==> config.mk <==
export PLATFORM = sky130hd
export DESIGN_NAME = sar_multichannel_sequencer
export DESIGN_NICKNAME = d
export VERILOG_FILES = /design/src/rtl/sar_multichannel_sequencer.sv
export SDC_FILE = /design/constraint.sdc
export NUM_CORES = 1
export LEC_CHECK = 0
export ABC_AREA = 1
export ABC_CLOCK_PERIOD_IN_PS = 5800
export CAP_MARGIN = 20
export CORE_MARGIN = 2
export CORE_UTILIZATION = 35
export CTS_CLUSTER_DIAMETER = 50
export DETAILED_ROUTE_END_ITERATION = 8
export PLACE_DENSITY = 0.57
export SLEW_MARGIN = 25
export SYNTH_ARGS = -nofsm -noshare
export SYNTH_HDL_FRONTEND = slang
export SYNTH_SLANG_ARGS = --single-unit
==> constraint.sdc <==
create_clock -name clk -period 5.8 [get_ports clk]
set_input_delay 1.16 -clock clk [delete_from_list [all_inputs] [get_ports clk]]
set_output_delay 1.16 -clock clk [all_outputs]
set_load 0.01 [all_outputs]
==> src/rtl/sar_multichannel_sequencer.sv <==
// rtl/sar_multichannel_sequencer.sv - multi-channel SAR ADC sequencer with oversampling and result stream
// Scans masked channels in ascending order, runs the SAR search from the comparator and averages 2^k results.
module sar_multichannel_sequencer #(
    parameter int N_BITS        = 10,
    parameter int N_CHANNELS    = 4,
    parameter int SAMPLE_CYCLES = 2,
    parameter int MAX_AVG_LOG2  = 3,
    localparam int CH_W  = (N_CHANNELS > 1) ? $clog2(N_CHANNELS) : 1,
    localparam int AVG_W = $clog2(MAX_AVG_LOG2 + 1)
) (
    input  logic                  clk,
    input  logic                  reset,
    input  logic                  start,
    input  logic                  continuous,
    input  logic [N_CHANNELS-1:0] channel_mask,
    input  logic [AVG_W-1:0]      avg_log2,
    input  logic                  comparator_in,
    output logic                  busy,
    output logic [CH_W-1:0]       channel_select,
    output logic                  hold,
    output logic [N_BITS-1:0]     dac_code,
    output logic                  result_valid,
    input  logic                  result_ready,
    output logic [N_BITS-1:0]     result_data,
    output logic [CH_W-1:0]       result_channel,
    output logic                  eoc
);
    localparam int ACC_W = N_BITS + MAX_AVG_LOG2;
    localparam int CNT_W = MAX_AVG_LOG2 + 1;
    localparam int BIT_W = (N_BITS > 1) ? $clog2(N_BITS) : 1;
    localparam int SMP_W = $clog2(SAMPLE_CYCLES + 1);

    typedef enum logic [2:0] {S_IDLE, S_SAMPLE, S_CONVERT, S_OUTPUT, S_NEXT} state_t;

    state_t                state_q, state_d;
    logic [N_CHANNELS-1:0] mask_q, mask_d;
    logic [AVG_W-1:0]      avg_q, avg_d;
    logic [CH_W-1:0]       chan_q, chan_d;
    logic [SMP_W-1:0]      samp_q, samp_d;
    logic [BIT_W-1:0]      bit_q, bit_d;
    logic [N_BITS-1:0]     kept_q, kept_d;
    logic [ACC_W-1:0]      acc_q, acc_d;
    logic [CNT_W-1:0]      cnt_q, cnt_d;
    logic [N_BITS-1:0]     res_data_q, res_data_d;
    logic [CH_W-1:0]       res_ch_q, res_ch_d;
    logic                  valid_q, valid_d;

    logic [N_BITS-1:0] trial, kept_next;
    logic [ACC_W-1:0]  sum;
    logic [CNT_W-1:0]  cnt_inc;
    logic [CH_W:0]     start_first, mask_first, mask_higher;

    // Returns {found, index} of the lowest set mask bit at or above lo.
    function automatic logic [CH_W:0] lowest_from(input logic [N_CHANNELS-1:0] m, input int lo);
        logic [CH_W:0] r;
        r = '0;
        for (int i = N_CHANNELS - 1; i >= 0; i--) begin
            if (m[i] && i >= lo) r = {1'b1, CH_W'(i)};
        end
        return r;
    endfunction

    always_comb begin
        state_d    = state_q;
        mask_d     = mask_q;
        avg_d      = avg_q;
        chan_d     = chan_q;
        samp_d     = samp_q;
        bit_d      = bit_q;
        kept_d     = kept_q;
        acc_d      = acc_q;
        cnt_d      = cnt_q;
        res_data_d = res_data_q;
        res_ch_d   = res_ch_q;
        hold       = 1'b0;
        dac_code   = '0;
        eoc        = 1'b0;

        trial       = kept_q | (N_BITS'(1) << bit_q);
        kept_next   = comparator_in ? trial : kept_q;
        sum         = acc_q + ACC_W'(kept_next);
        cnt_inc     = cnt_q + CNT_W'(1);
        start_first = lowest_from(channel_mask, 0);
        mask_first  = lowest_from(mask_q, 0);
        mask_higher = lowest_from(mask_q, int'(chan_q) + 1);

        case (state_q)
            S_IDLE: begin
                if (start && start_first[CH_W]) begin
                    mask_d  = channel_mask;
                    avg_d   = (int'(avg_log2) > MAX_AVG_LOG2) ? AVG_W'(MAX_AVG_LOG2) : avg_log2;
                    chan_d  = start_first[CH_W-1:0];
                    samp_d  = '0;
                    state_d = S_SAMPLE;
                end
            end
            S_SAMPLE: begin
                if (samp_q == SMP_W'(SAMPLE_CYCLES - 1)) begin
                    bit_d   = BIT_W'(N_BITS - 1);
                    kept_d  = '0;
                    state_d = S_CONVERT;
                end else begin
                    samp_d = samp_q + SMP_W'(1);
                end
            end
            S_CONVERT: begin
                hold     = 1'b1;
                dac_code = trial;
                kept_d   = kept_next;
                if (bit_q == '0) begin
                    samp_d = '0;
                    if (cnt_inc < (CNT_W'(1) << avg_q)) begin
                        acc_d   = sum;
                        cnt_d   = cnt_inc;
                        state_d = S_SAMPLE;
                    end else begin
                        res_data_d = N_BITS'(sum >> avg_q);
                        res_ch_d   = chan_q;
                        acc_d      = '0;
                        cnt_d      = '0;
                        state_d    = S_OUTPUT;
                    end
                end else begin
                    bit_d = bit_q - BIT_W'(1);
                end
            end
            S_OUTPUT: begin
                if (valid_q && result_ready) state_d = S_NEXT;
            end
            S_NEXT: begin
                samp_d = '0;
                if (mask_higher[CH_W]) begin
                    chan_d  = mask_higher[CH_W-1:0];
                    state_d = S_SAMPLE;
                end else begin
                    eoc = 1'b1;
                    if (continuous && mask_first[CH_W]) begin
                        chan_d  = mask_first[CH_W-1:0];
                        state_d = S_SAMPLE;
                    end else begin
                        state_d = S_IDLE;
                    end
                end
            end
            default: state_d = S_IDLE;
        endcase
    end

    // Valid follows entry into OUTPUT by one cycle and drops right after the handshake.
    assign valid_d = (state_q == S_OUTPUT) && !(valid_q && result_ready);

    always_ff @(posedge clk or negedge reset) begin
        if (!reset) begin
            state_q    <= S_IDLE;
            mask_q     <= '0;
            avg_q      <= '0;
            chan_q     <= '0;
            samp_q     <= '0;
            bit_q      <= '0;
            kept_q     <= '0;
            acc_q      <= '0;
            cnt_q      <= '0;
            res_data_q <= '0;
            res_ch_q   <= '0;
            valid_q    <= 1'b0;
        end else begin
            state_q    <= state_d;
            mask_q     <= mask_d;
            avg_q      <= avg_d;
            chan_q     <= chan_d;
            samp_q     <= samp_d;
            bit_q      <= bit_d;
            kept_q     <= kept_d;
            acc_q      <= acc_d;
            cnt_q      <= cnt_d;
            res_data_q <= res_data_d;
            res_ch_q   <= res_ch_d;
            valid_q    <= valid_d;
        end
    end

    assign busy           = (state_q != S_IDLE);
    assign channel_select = chan_q;
    assign result_valid   = valid_q;
    assign result_data    = res_data_q;
    assign result_channel = res_ch_q;
endmodule

**Metal 1**

Supply wires on this layer in grey. Cells faint in the background.
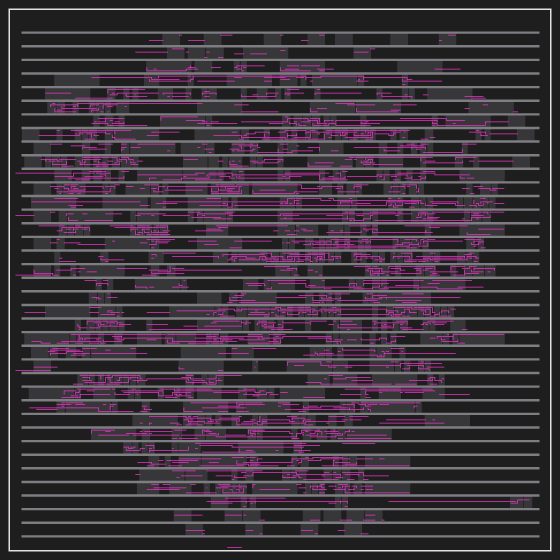
nets with wire on the layer: 567
share of all routed wire: 47%
longest straight run: 30.4 µm
Total Wirelength: 9.10 mm
GRT met1 Usage: 23.1%

**I/O nets highlighted**

The bar under the picture is 20 µm long.
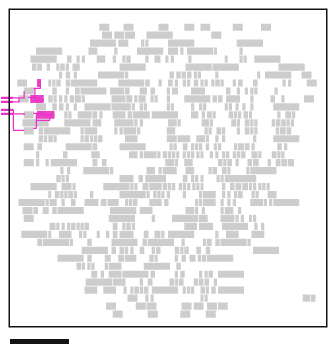
[magenta] `channel_mask` | direction: input | edge: left | end cells: 7 | wire: 63.4 µm

**The metal 2 layer**

Cells faint in the background.
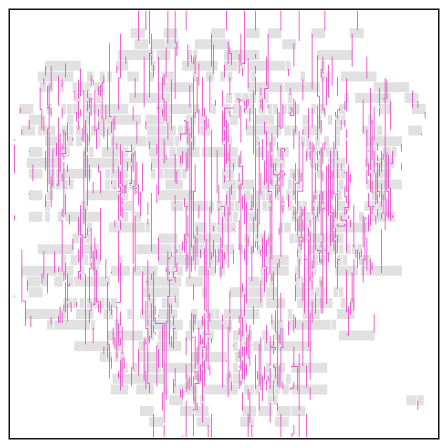
longest straight run: 46.9 µm
share of all routed wire: 47%

through the flow:
| step | area, µm² | power (W) | hold WS [ns] | std cells | setup WS (ns) |
|---|---|---|---|---|---|
| 4_1_cts | 4480 | 0.00267 | 0.488 | 706 | 2.21 |
| 3_5_place_dp | 4270 | 0.00227 | 0.470 | 690 | 1.87 |
| 5_1_grt | 4480 | 0.00294 | 0.504 | 706 | 1.89 |
| 2_1_floorplan | 3780 | 0.00182 | 0.450 | 525 | 2.70 |
| 3_3_place_gp | 4270 | 0.00225 | 0.464 | 690 | 1.96 |
| 6_report | 4480 | 0.00265 | 0.485 | 706 | 2.22 |
cell type report:
cell class              count  area share, %
well taps                 136           3.80
multi-input cells         377           44.3
clock buffers              12           3.46
inverters                  80           6.70
flip-flops and latches     57           31.8
repair buffers             40           8.77
clock inverters             4           1.15
==> impl_metrics.toml <==
# flow metrics
[clock_tree]
cts.reportedPaths.clkPinSlew_ns = 0.07
clock.latency.late_pin_ns = 0.34
cts_tree = "yes"

[sta]
rsz0062_at_grt = "false"
final_max_slew_viol_count = 0
worst_margin_pin_slew_ns = 0.754
report.final.hold_viol_count = 0
setup-tns-final_ns = 0

[global_routing]
grt_util_all_layers_pct = 17.5

[status]
outcome = "finished clean"

[power_and_ir_drop]
cellPowerDensity_nw_per_um2 = 591
sequentialPowerShare_pct = 27.0

[final_layout]
layout.core_utilization_pct = 43.0
fillCellCount = 1099
area.sequential_um2 = 1430
most_frequent_cells_in_the_layout = "sky130_fd_sc_hd__nand2_1 (150), sky130_fd_sc_hd__inv_1 (73), sky130_fd_sc_hd__dfrtp_1 (57), sky130_fd_sc_hd__nand3_1 (47), sky130_fd_sc_hd__nor2_1 (40)"

[worst_setup_path]
cell_chain_of_the_critical_path = "clkdlybuf4s50_1 -> clkinv_1 -> o21ai_0 -> ha_1 -> inv_1 -> fa_1 -> inv_1 -> nand3_1 -> nand3_2 -> nand2_1 -> nand2_1 -> nand2_1 -> nand2_1 -> nand2_1 -> nand2_1 -> nand2_1 -> nand3_1 -> nand2_1"
r2r.worst_path.cells = 19
worst_path_dominant_cell_family = "buffers and inverters"
cp-endpoint = "result_data[5]"
count_of_buffering_cells_on_the_critical_path_with_inverters_included = 4

[hold_path]
timing.hold.worst_endpoint = "samp_q[0]"
worst_hold_path_type = "reg -> reg"
holdPathStages = 1

[synthesis]
ys_sh_aoi_pct = 14.0
top_area_cell = "sky130_fd_sc_hd__dfrtp_1"

[detailed_routing]
detail-route-antenna-nets = 0
met3WireLength_um = 344
vias_per_cell = 4.86

[flow_run]
max-cap-violations = 0
Power figures rest on the tool's default switching activity, not on a simulated workload.
